Run 1, placed standard cells:
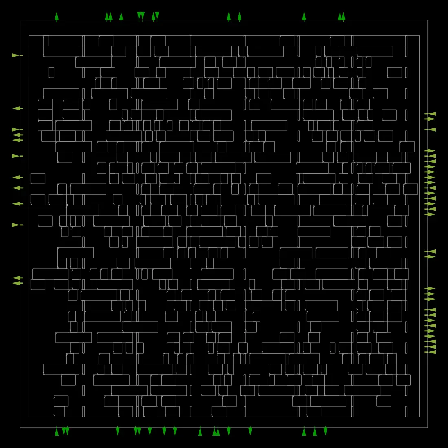
Run 1, selected gate families:
The bar under the picture is 20 µm long.
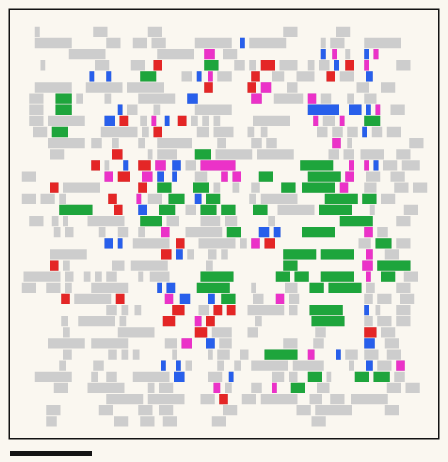
Run 1, clock distribution:
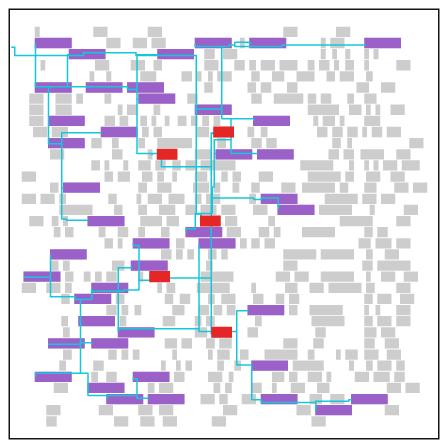
Run 1, signal metal coverage by tile:
The die is cut into 21 by 21 equal tiles; black is low, pale yellow is high, scaled to the fullest tile. Values are wire area over tile area, all layers added.
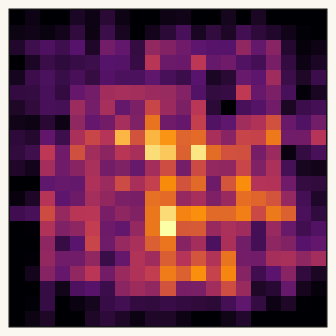
<file path="src/rtl/reg_scoreboard.sv">
// Register-hazard scoreboard between decode and execute: stalls decode on RAW/WAW hazards,
// caps outstanding register writes and emits a registered issue pulse per accepted instruction.
module reg_scoreboard #(
  parameter int unsigned MAX_INFLIGHT = 4,
  parameter int unsigned CNT_W        = 4
) (
  input  logic             CLK,
  input  logic             RST_N,
  input  logic             dec_valid,
  output logic             dec_ready,
  input  logic [4:0]       dec_rs1,
  input  logic [4:0]       dec_rs2,
  input  logic             dec_use_rs2,
  input  logic [4:0]       dec_rd,
  input  logic             dec_wen,
  input  logic             wb_valid,
  input  logic [4:0]       wb_rd,
  input  logic             flush,
  output logic             iss_valid,
  output logic [4:0]       iss_rd,
  output logic             iss_wen,
  output logic [31:0]      busy_mask,
  output logic [CNT_W-1:0] inflight,
  output logic             sb_err
);

  localparam logic [CNT_W-1:0] MaxCnt = CNT_W'(MAX_INFLIGHT);

  logic [31:1]      busy_q, busy_d;
  logic [CNT_W-1:0] cnt_q, cnt_d;
  logic             err_q, err_d;
  logic             iss_valid_q, iss_valid_d;
  logic [4:0]       iss_rd_q, iss_rd_d;
  logic             iss_wen_q, iss_wen_d;

  // Bit 0 is hard-wired clear so x0 never appears busy.
  logic [31:0] busy_full;
  assign busy_full = {busy_q, 1'b0};

  logic rd_tracked;
  logic raw, waw, full;
  logic fire, track;
  logic wb_nz, wb_hit, wb_miss;

  always_comb begin
    rd_tracked = dec_wen && (dec_rd != 5'd0);
    raw        = busy_full[dec_rs1] || (dec_use_rs2 && busy_full[dec_rs2]);
    waw        = rd_tracked && busy_full[dec_rd];
    full       = rd_tracked && (cnt_q == MaxCnt);
    dec_ready  = !flush && !raw && !waw && !full;
    fire       = dec_valid && dec_ready;
    track      = fire && rd_tracked;
    wb_nz      = wb_valid && (wb_rd != 5'd0);
    wb_hit     = wb_nz && busy_full[wb_rd];
    wb_miss    = wb_nz && !busy_full[wb_rd];
  end

  // Scoreboard next state: writeback clears first so a same-register set wins.
  always_comb begin
    busy_d = busy_q;
    cnt_d  = cnt_q;
    err_d  = err_q;
    if (flush) begin
      busy_d = '0;
      cnt_d  = '0;
    end else begin
      if (wb_hit) begin
        busy_d[wb_rd] = 1'b0;
      end
      if (track) begin
        busy_d[dec_rd] = 1'b1;
      end
      unique case ({track, wb_hit})
        2'b10:   cnt_d = cnt_q + CNT_W'(1);
        2'b01:   cnt_d = cnt_q - CNT_W'(1);
        default: cnt_d = cnt_q;
      endcase
      if (wb_miss) begin
        err_d = 1'b1;
      end
    end
  end

  always_comb begin
    iss_valid_d = fire;
    iss_rd_d    = iss_rd_q;
    iss_wen_d   = iss_wen_q;
    if (fire) begin
      iss_rd_d  = dec_rd;
      iss_wen_d = dec_wen;
    end
  end

  always_ff @(posedge CLK or negedge RST_N) begin
    if (!RST_N) begin
      busy_q      <= '0;
      cnt_q       <= '0;
      err_q       <= 1'b0;
      iss_valid_q <= 1'b0;
      iss_rd_q    <= 5'd0;
      iss_wen_q   <= 1'b0;
    end else begin
      busy_q      <= busy_d;
      cnt_q       <= cnt_d;
      err_q       <= err_d;
      iss_valid_q <= iss_valid_d;
      iss_rd_q    <= iss_rd_d;
      iss_wen_q   <= iss_wen_d;
    end
  end

  assign busy_mask = busy_full;
  assign inflight  = cnt_q;
  assign sb_err    = err_q;
  assign iss_valid = iss_valid_q;
  assign iss_rd    = iss_rd_q;
  assign iss_wen   = iss_wen_q;

endmodule

</file>
<file path="config.mk">
export PLATFORM = sky130hd
export DESIGN_NAME = reg_scoreboard
export DESIGN_NICKNAME = d
export VERILOG_FILES = /design/src/rtl/reg_scoreboard.sv
export SDC_FILE = /design/constraint.sdc
export NUM_CORES = 1
export LEC_CHECK = 0
export CAP_MARGIN = 20
export CELL_PAD_IN_SITES_DETAIL_PLACEMENT = 1
export CELL_PAD_IN_SITES_GLOBAL_PLACEMENT = 2
export CORE_MARGIN = 2
export CORE_UTILIZATION = 34
export DETAILED_ROUTE_END_ITERATION = 8
export GPL_ROUTABILITY_DRIVEN = 0
export HOLD_SLACK_MARGIN = 0.06
export PLACE_DENSITY_LB_ADDON = 0.1
export SLEW_MARGIN = 20
export SYNTH_ARGS = -nofsm -noshare
export SYNTH_HDL_FRONTEND = slang
export SYNTH_SLANG_ARGS = --single-unit
</file>
<file path="constraint.sdc">
create_clock -name CLK -period 5.13 [get_ports CLK]
set_input_delay 1.026 -clock CLK [delete_from_list [all_inputs] [get_ports CLK]]
set_output_delay 1.026 -clock CLK [all_outputs]
set_load 0.01 [all_outputs]
</file>
==> Slide: Implementation Results, run 1 <==
Synthesis and Place & Route Summary

STA
  • Final worst slack: about 0.26 ns
  • Worst slew margin: 0.415
  • RSZ-0062 raised after global routing: false
  • Fmax achieved: 0.206 GHz

Layout
  • Most common logic cells in the final layout: 68 x clkdlybuf4s50_1, 43 x dfrtp_1, 21 x nand2_1, 20 x o21ai_0
  • Fraction of layout cells with a size suffix above 1: 0.144
  • Non-filler instance count after layout: about 550
  • Antenna diode count: 0
  • Final instance area: 0.00436 mm²
  • Most numerous logic cell after layout: clkdlybuf4s50_1
  • # nets final: 445

Detailed routing
  • Drt drc: 0
  • Vias per inst: slightly above 6
  • Vias: ~3,400
  • TritonRoute pass-1 iters: 5

CTS
  • Postcts setup bufs: 0
  • Post_cts resized: 0
  • H-tree levels: 2
  • Num CTS Buffers: 5

Pwr
  • Power share of the clock group: 0.278
  • P_sw: 267 µW
  • Sw Ratio: 0.322
  • Pwr/cell area: ~190 mW/mm²
  • Int Power: between 500 and 600 µW
  • Maximum vdd drop: 0.103 mV
  • Combinational power share: 0.270

Run
  • Max cap viols: 0
  • OpenROAD warnings: 26

Synth
  • Top-area cell share: 0.313
  • Syn avg cell area: 9.70 µm²
  • Syn_nets: 385
  • Number of enable flip-flop cells: 0
  • Post-synth ARST share: 1.00
  • Area figure in the yosys stat output: 0.00344 mm²
  • Yosys cell count: around 360

Critical path
  • Crit path DAT: ~3.8 ns
  • CP max FO: 10
  • CP startpoint: dec_rs1[0]
  • Crit-path leading delay family: buffers and inverters

GRT
  • Vias in the first global route: around 3,500

Place
  • Dpl hpwl: 9.60 mm
  • Port-buffer cells: 70
  • Pre-CTS setup slack: around 0.23 ns

Outcome
  • Status: completed

Floorplanning
  • Height of the die: approximately 100 µm
-- 'placed standard cells' (at the start) --
tap cells: 133
Fill cells: 1,166

-- 'selected gate families' (at the start) --
nand cells -> blue  # cells 41
and/or cells -> red  # cells 32
mux cells -> green  # cells 49
nor cells -> magenta  # cells 38

-- 'clock distribution' (at the start) --
flip-flops -> purple  # count 43
clock wires -> cyan  # length 718 µm
clock drivers -> red  # count 5
routed clock nets = 6

-- 'signal metal coverage by tile' (at the start) --
densest ninth of the die = centre
fullest tile = 0.70
mean over tiles = 0.20
tiles over half the peak = 16%
nearly empty tiles = 10%

run 1: cell usage after synthesis, types with 4 or more instances:
cell	n
mux2_2	9
buf_2	12
nand3b_1	6
nand2b_1	5
mux4_2	18
nand2_1	21
o21ai_0	20
and3_1	4
clkbuf_1	15
dfrtp_1	43
nor3_1	5
nor2b_1	10
or3_1	16
nor2_1	13
o22ai_1	11
o211ai_1	9
o21ai_1	12
nand3_1	7
a21oi_1	14
nor3b_1	7
inv_1	13
mux2i_1	18
run 1: per-stage QoR:
step,utilization,hold WS (ns),total power (µW)
2_1_floorplan,-,0.512,497
3_3_place_gp,0.435,0.458,602
3_5_place_dp,0.435,0.464,605
4_1_cts,0.443,0.485,835
5_1_grt,0.444,0.523,867
6_report,0.444,0.479,829
run 1: cell type report:
cell class	instances	area (µm²)	area share
inverters	14	52.6	0.0121
well taps	133	166	0.0382
repair buffers	84	806	0.185
clock inverters	2	12.5	0.00287
clock buffers	6	72.6	0.0167
flip-flops and latches	43	1080	0.247
multi-input cells	267	2170	0.498
run 1: logic make-up (layout without fill, tap and decap cells):
group,count (synthesis),in the layout,share of synthesized area
simple gates,111,111,0.194
compound gates,101,101,0.200
mux,49,49,0.214
buf+inv,45,106,0.0567
flops,43,43,0.312
fa+ha+maj,3,3,0.0131
xor+xnor,2,2,0.00945
other cells,1,1,0.00109
run 1: registers in the layout, summed over array words and instances, names as in the netlist:
signal	flops
inflight	4
iss_wen	1
busy_q	31
iss_rd	5
sb_err	1
iss_valid	1
run 1: worst paths after layout:
check | end | slack, ns | depth (start not counted)
worst max register to register | inflight[3] | 1.49 | 14
worst min-delay path | sb_err | 0.48 | 1
max in group asynchronous | inflight[0] | 3.99 | 1
worst min register to register | sb_err | 0.48 | 1
worst max-delay path | dec_ready | 0.26 | 8
min in group asynchronous | busy_q[13] | 0.72 | 1
run 1: metal layers:
metal | routed length [µm] | GRT usage | up-vias
met5 | 0 | 0 | -
met3 | 1080 | 0.0462 | 25
met1 | 6050 | 0.355 | 1690
li1 | - | - | 1486
met4 | 319 | 0.0695 | 0
met2 | 6100 | 0.393 | 169
run 1: worst reg2reg max path, cell delays in order, from the launching register on:
cell     delay, ns
dfrtp_1       0.51
mux2_1        0.35
a221o_1       0.30
a311o_1       0.36
a31oi_1       0.27
buf_4         0.20
nand4_4       0.09
nor2b_1       0.19
ha_1          0.29
a21o_1        0.18
a21oi_1       0.27
nand2_1       0.11
a211o_1       0.28
o211a_1       0.11
nand3_1       0.08
run 1: power groups by stage:
stage	Combinational, µW	Sequential (µW)	Clock, µW
after global placement	221	381	0
final	224	374	231
after global routing	243	378	247
after floorplan	110	386	0
after detailed placement	223	381	0
after CTS	225	375	235
Run 1, a small window of the routed layout:
The bar under the picture is 10 µm long. Region (40, 19) to (65, 44) µm. Cells in grey, sequential cells in the stronger grey; small squares are vias.
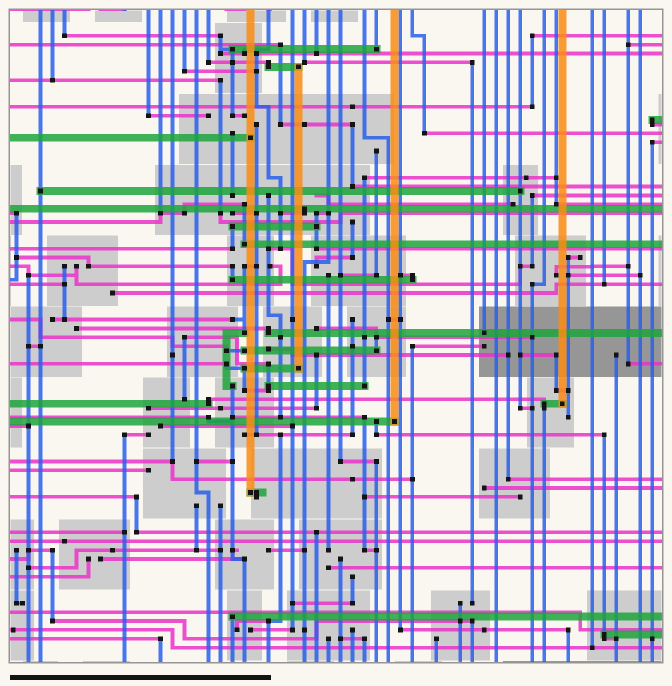

==> run 2, diff against run 1 <==
==> constraint.sdc (replaced) <==
create_clock -name CLK -period 5.6 [get_ports CLK]
set_input_delay 1.12 -clock CLK [delete_from_list [all_inputs] [get_ports CLK]]
set_output_delay 1.12 -clock CLK [all_outputs]
set_load 0.01 [all_outputs]
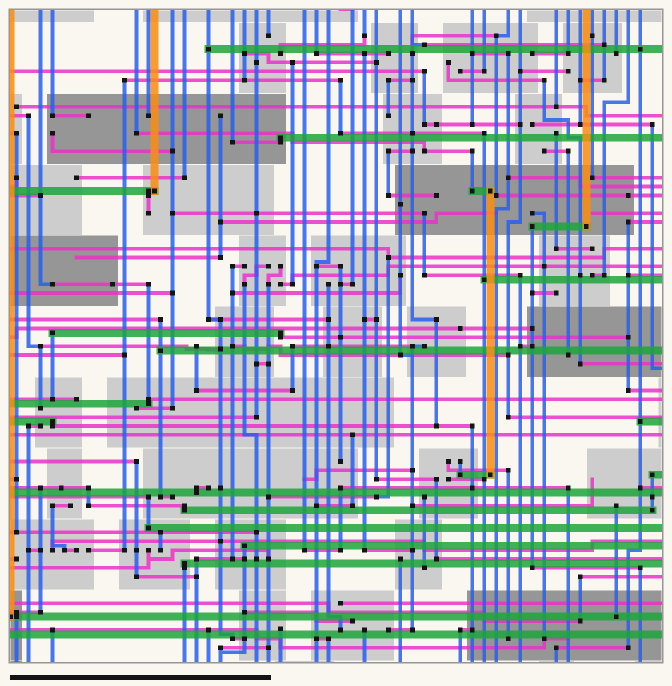
Run 2: a small window of the routed layout
The bar under the picture is 10 µm long. Region (40, 19) to (65, 44) µm. Cells in grey, sequential cells in the stronger grey; small squares are vias.
metal 1 -> magenta
metal 4 -> orange
metal 3 -> green
metal 2 -> blue
sequential cells in the window = 4
netlist names of flops here include = busy_q (4)
most frequent = dfrtp_1 (4), or3_1 (3), o21ai_0 (3)
cells with their middle in the window = 29

==> run 2 against run 1 <==
Against the previous run: register-to-register slack better by 0.48 ns; synthesized cell count unchanged; clock skew up 0.00051 ns; via count fell by 2.3%; sequential power decreased by 8.3%; design area barely moved; die area unchanged; critical path type unchanged; largest cell class unchanged.
==> Slide: Implementation Results, run 2 <==
Synthesis and Place & Route Summary

Layout
  • Fin util: 0.443 (was 0.444)
  • Most common logic cells in the final layout: 69 x clkdlybuf4s50_1, 43 x dfrtp_1, 21 x nand2_1, 20 x o21ai_0 (was 68 x clkdlybuf4s50_1, 43 x dfrtp_1, 21 x nand2_1, 20 x o21ai_0)
  • Largest Register: busy_q (unchanged)
  • # nets final: 438 (was 445)

Run
  • OpenROAD warnings: 26 (unchanged)

STA
  • Fmax achieved: roughly 0.20 GHz
  • RSZ-0062 raised after global routing: false (unchanged)

Critical path
  • CP max FO: 9 (was 10)
  • Worst R2R Path Depth: 14 (unchanged)
  • Crit path DAT: 3.96 ns (was 3.84 ns)

CTS
  • Num CTS Buffers: 5 (unchanged)
  • H-tree levels: 2 (unchanged)
  • Postcts setup bufs: 0 (unchanged)
  • Post_cts resized: 0 (unchanged)

Detailed routing
  • Vias: 3,291 (was 3,370)
  • TritonRoute pass-1 iters: 4 (was 5)
  • Drt drc: 0 (unchanged)

Synth
  • Area figure in the yosys stat output: 0.00344 mm² (unchanged)
  • Post-synth top cells: 43 x dfrtp_1, 21 x nand2_1, 20 x o21ai_0, 18 x mux2i_1, 18 x mux4_2 (unchanged)
  • Yosys cell count: 355 (unchanged)
  • Number of enable flip-flop cells: 0 (unchanged)
  • Synth top cell by count: dfrtp_1 (unchanged)
  • Syn avg cell area: 9.70 µm² (unchanged)
  • Post-synth ARST share: 1.00 (unchanged)

Hold path
  • Hold path depth: 1 (unchanged)

Place
  • Port-buffer cells: 70 (unchanged)
  • Dpl hpwl: 9.34 mm (was 9.60 mm)

Pwr
  • Maximum vdd drop: 0.128 mV (was 0.103 mV)

Outcome
  • Status: completed (unchanged)
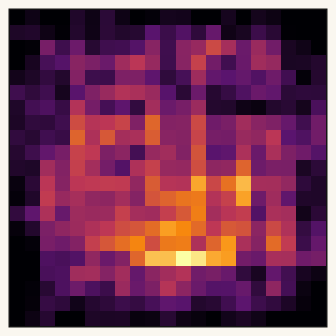
Run 2: signal metal coverage by tile
The die is cut into 21 by 21 equal tiles; black is low, pale yellow is high, scaled to the fullest tile. Values are wire area over tile area, all layers added.
mean over tiles = 0.19
tiles over half the peak = 14%
nearly empty tiles = 9.8%
fullest tile = 0.68

==> run 2: cell counts after synthesis <==
Identical to the previous run, type by type.
==> run 2: final timing paths <==
path | start | endpoint | slack, ns
worst max-delay path | dec_rs2[0] | dec_ready | 0.52
worst min-delay path | sb_err | sb_err | 0.48
worst max register to register | busy_q[5] | inflight[3] | 1.97
worst min register to register | sb_err | sb_err | 0.48
max in group asynchronous | RST_N | iss_wen | 4.38
min in group asynchronous | RST_N | busy_q[13] | 0.81
==> run 2: cell type report <==
cell class | count | area (µm²)
clock buffers | 5 | 68.8
multi-input cells | 267 | 2170
repair buffers | 77 | 751
fillers | 1175 | 5470
inverters | 14 | 52.6
clock inverters | 3 | 67.6
flip-flops and latches | 43 | 1080
well taps | 133 | 166
==> run 2: kinds of logic (layout without fill, tap and decap cells) <==
group | Yosys count | count (layout) | share of synthesized area
flops | 43 | 43 | 0.312
compound gates | 101 | 101 | 0.200
mux | 49 | 49 | 0.214
buf+inv | 45 | 99 | 0.0567
simple gates | 111 | 111 | 0.194
xor+xnor | 2 | 2 | 0.00945
fa+ha+maj | 3 | 3 | 0.0131
other cells | 1 | 1 | 0.00109
==> run 2: metrics by stage <==
stage                     power (µW)  setup slack (ns)  hold slack, ns
after floorplan                  455              1.29           0.512
after global placement           548             0.498           0.454
after detailed placement         550             0.480           0.472
after CTS                        848             0.472           0.489
after global routing             877             0.265           0.512
final                            842             0.518           0.478
==> run 2: worst max-delay path: stages <==
cell and delay [ns]:
clkdlybuf4s50_1 0.77, mux4_2 0.57, mux2i_1 0.15, nor2_1 0.07, o41ai_2 0.33, buf_4 0.18
nand2_1 0.09, nor2_1 0.13, clkdlybuf4s50_1 0.55
==> run 2: power breakdown <==
group	switching, µW	internal [µW]
Sequential	15.4	327
Clock	120	178
Combinational	104	96.7
==> run 2: routing by layer <==
layer | vias up | GRT usage | wire length [µm]
li1 | 1462 | - | -
met1 | 1674 | 0.337 | 5760
met2 | 132 | 0.397 | 6270
met3 | 23 | 0.0443 | 920
met4 | 0 | 0.0810 | 257
met5 | - | 0 | 0
==> run 3, diff against run 2 <==
--- a/config.mk
+++ b/config.mk
@@ -5,7 +5,6 @@
 export SDC_FILE = /design/constraint.sdc
 export NUM_CORES = 1
 export LEC_CHECK = 0
-export CAP_MARGIN = 20
 export CELL_PAD_IN_SITES_DETAIL_PLACEMENT = 1
 export CELL_PAD_IN_SITES_GLOBAL_PLACEMENT = 2
 export CORE_MARGIN = 2
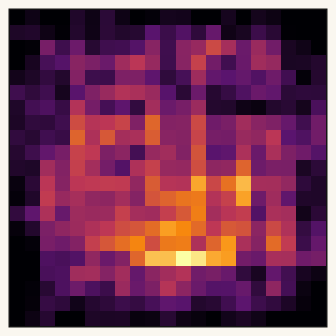
Run 3: signal metal coverage by tile
The die is cut into 21 by 21 equal tiles; black is low, pale yellow is high, scaled to the fullest tile. Values are wire area over tile area, all layers added.
densest ninth of the die = centre
fullest tile = 0.68
mean over tiles = 0.19
nearly empty tiles = 9.8%

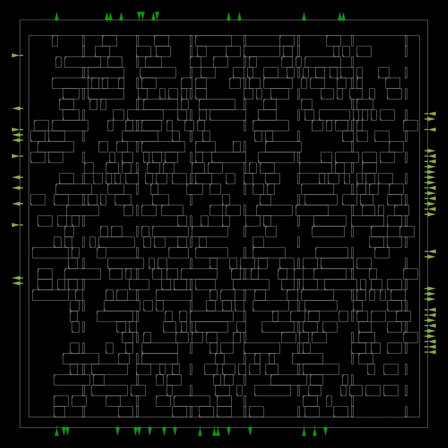
Run 3: placed standard cells
Seq/total area: 0.247
std cell rows: 36

==> run 3 against run 2 <==
Against the previous run: combinational power hardly changed; largest cell class unchanged; sequential cell count stayed put; critical path type unchanged; synthesized cell count stayed put; critical endpoint unchanged; final cell count stayed put; global-route usage stayed put; total power stayed put; setup slack stayed put; synthesized area stayed put; register-to-register slack hardly changed; wire length stayed put.
==> Slide: Implementation Results, run 3 <==
Synthesis and Place & Route Summary

Outcome
  • Status: completed (unchanged)

STA
  • Fmax achieved: 0.197 GHz (unchanged)

Layout
  • Antenna diode count: 0 (unchanged)
  • Fraction of layout cells with a size suffix above 1: 0.132 (unchanged)
  • # nets final: 438 (unchanged)
  • Largest Register: busy_q (unchanged)

Detailed routing
  • Drt drc: 0 (unchanged)
  • Vias: 3,291 (unchanged)
  • Vias per inst: 6.07 (unchanged)

Synth
  • Syn_nets: 385 (unchanged)
  • Post-synth top cells: 43 x dfrtp_1, 21 x nand2_1, 20 x o21ai_0, 18 x mux2i_1, 18 x mux4_2 (unchanged)
  • Largest logic family: multiplexers (unchanged)
  • Yosys cell count: 355 (unchanged)
  • Aoi share: 0.199 (unchanged)
  • Mux share: 0.214 (unchanged)
  • Top-area cell share: 0.313 (unchanged)

Pwr
  • Maximum vdd drop: 0.128 mV (unchanged)

Hold path
  • Hold path depth: 1 (unchanged)

Critical path
  • Critical-path top delay cell: clkdlybuf4s50_1 (unchanged)
  • Slack of the worst reg-to-reg path: 1.97 ns (about the same)
  • CP startpoint: dec_rs2[0] (unchanged)

Run
  • OpenROAD warnings: 26 (unchanged)

Place
  • Port-buffer cells: 70 (unchanged)

GRT
  • Vias in the first global route: 3,520 (unchanged)

CTS
  • Postcts setup bufs: 0 (unchanged)
## run 3: cell counts in the layout (fill, tap and decap cells not counted)
No cell type changed its count.
## run 3: area by class of cell
type / count / area (µm²) / area share
Clock buffer: 5 / 68.8 / 0.0158
Clock inverter: 3 / 67.6 / 0.0155
Inverter: 14 / 52.6 / 0.0121
Multi-Input combinational cell: 267 / 2170 / 0.499
Sequential cell: 43 / 1080 / 0.247
Tap cell: 133 / 166 / 0.0382
Timing Repair Buffer: 77 / 751 / 0.172
## run 3: stage by stage
| step | instances | power, µW | hold slack [ns] | util | area (µm²) |
|---|---|---|---|---|---|
| after floorplan | 355 | 455 | 0.512 | - | 3440 |
| after global placement | 534 | 548 | 0.454 | 0.429 | 4220 |
| after detailed placement | 534 | 550 | 0.472 | 0.429 | 4220 |
| after CTS | 542 | 848 | 0.489 | 0.443 | 4350 |
| after global routing | 542 | 877 | 0.512 | 0.443 | 4350 |
| final | 542 | 842 | 0.478 | 0.443 | 4350 |
## run 3: worst max-delay path by stage
stage | end | slack (ns) | depth (start not counted)
after CTS | dec_ready | 0.47 | 9
after global routing | dec_ready | 0.26 | 9
after floorplan | inflight[3] | 1.29 | 15
after global placement | dec_ready | 0.50 | 9
after detailed placement | dec_ready | 0.48 | 9
final | dec_ready | 0.52 | 9
## run 3: per-layer routing
layer / part of all wire / vias up / wire length [µm] / track usage
met1: 0.44 / 1674 / 5760 / 0.337
met3: 0.070 / 23 / 920 / 0.0443
met2: 0.47 / 132 / 6270 / 0.397
met5: 0 / - / 0 / 0
met4: 0.019 / 0 / 257 / 0.0810
li1: - / 1462 / - / -
## run 3: worst max-delay path: cells and delay by family
family          cells  cell delay (ns)
mux                 2             0.72
simple gates        3             0.29
buf+inv             3             1.50
compound gates      1             0.33
## run 3: kinds of logic (layout without fill, tap and decap cells)
kind of cell	Yosys count	after routing
AND-OR/OR-AND	101	101
XOR/XNOR	2	2
adder cells (fa/ha/maj)	3	3
buffers and inverters	45	99
flip-flops	43	43
multiplexers	49	49
other	1	1
AND/OR/NAND/NOR	111	111
## run 3: power breakdown
| part | total [µW] | internal (µW) | switching (µW) |
|---|---|---|---|
| Sequential | 343 | 327 | 15.4 |
| Combinational | 200 | 96.7 | 104 |
| Clock | 299 | 178 | 120 |
| Total | 842 | 602 | 240 |
Power figures rest on the tool's default switching activity, not on a simulated workload.
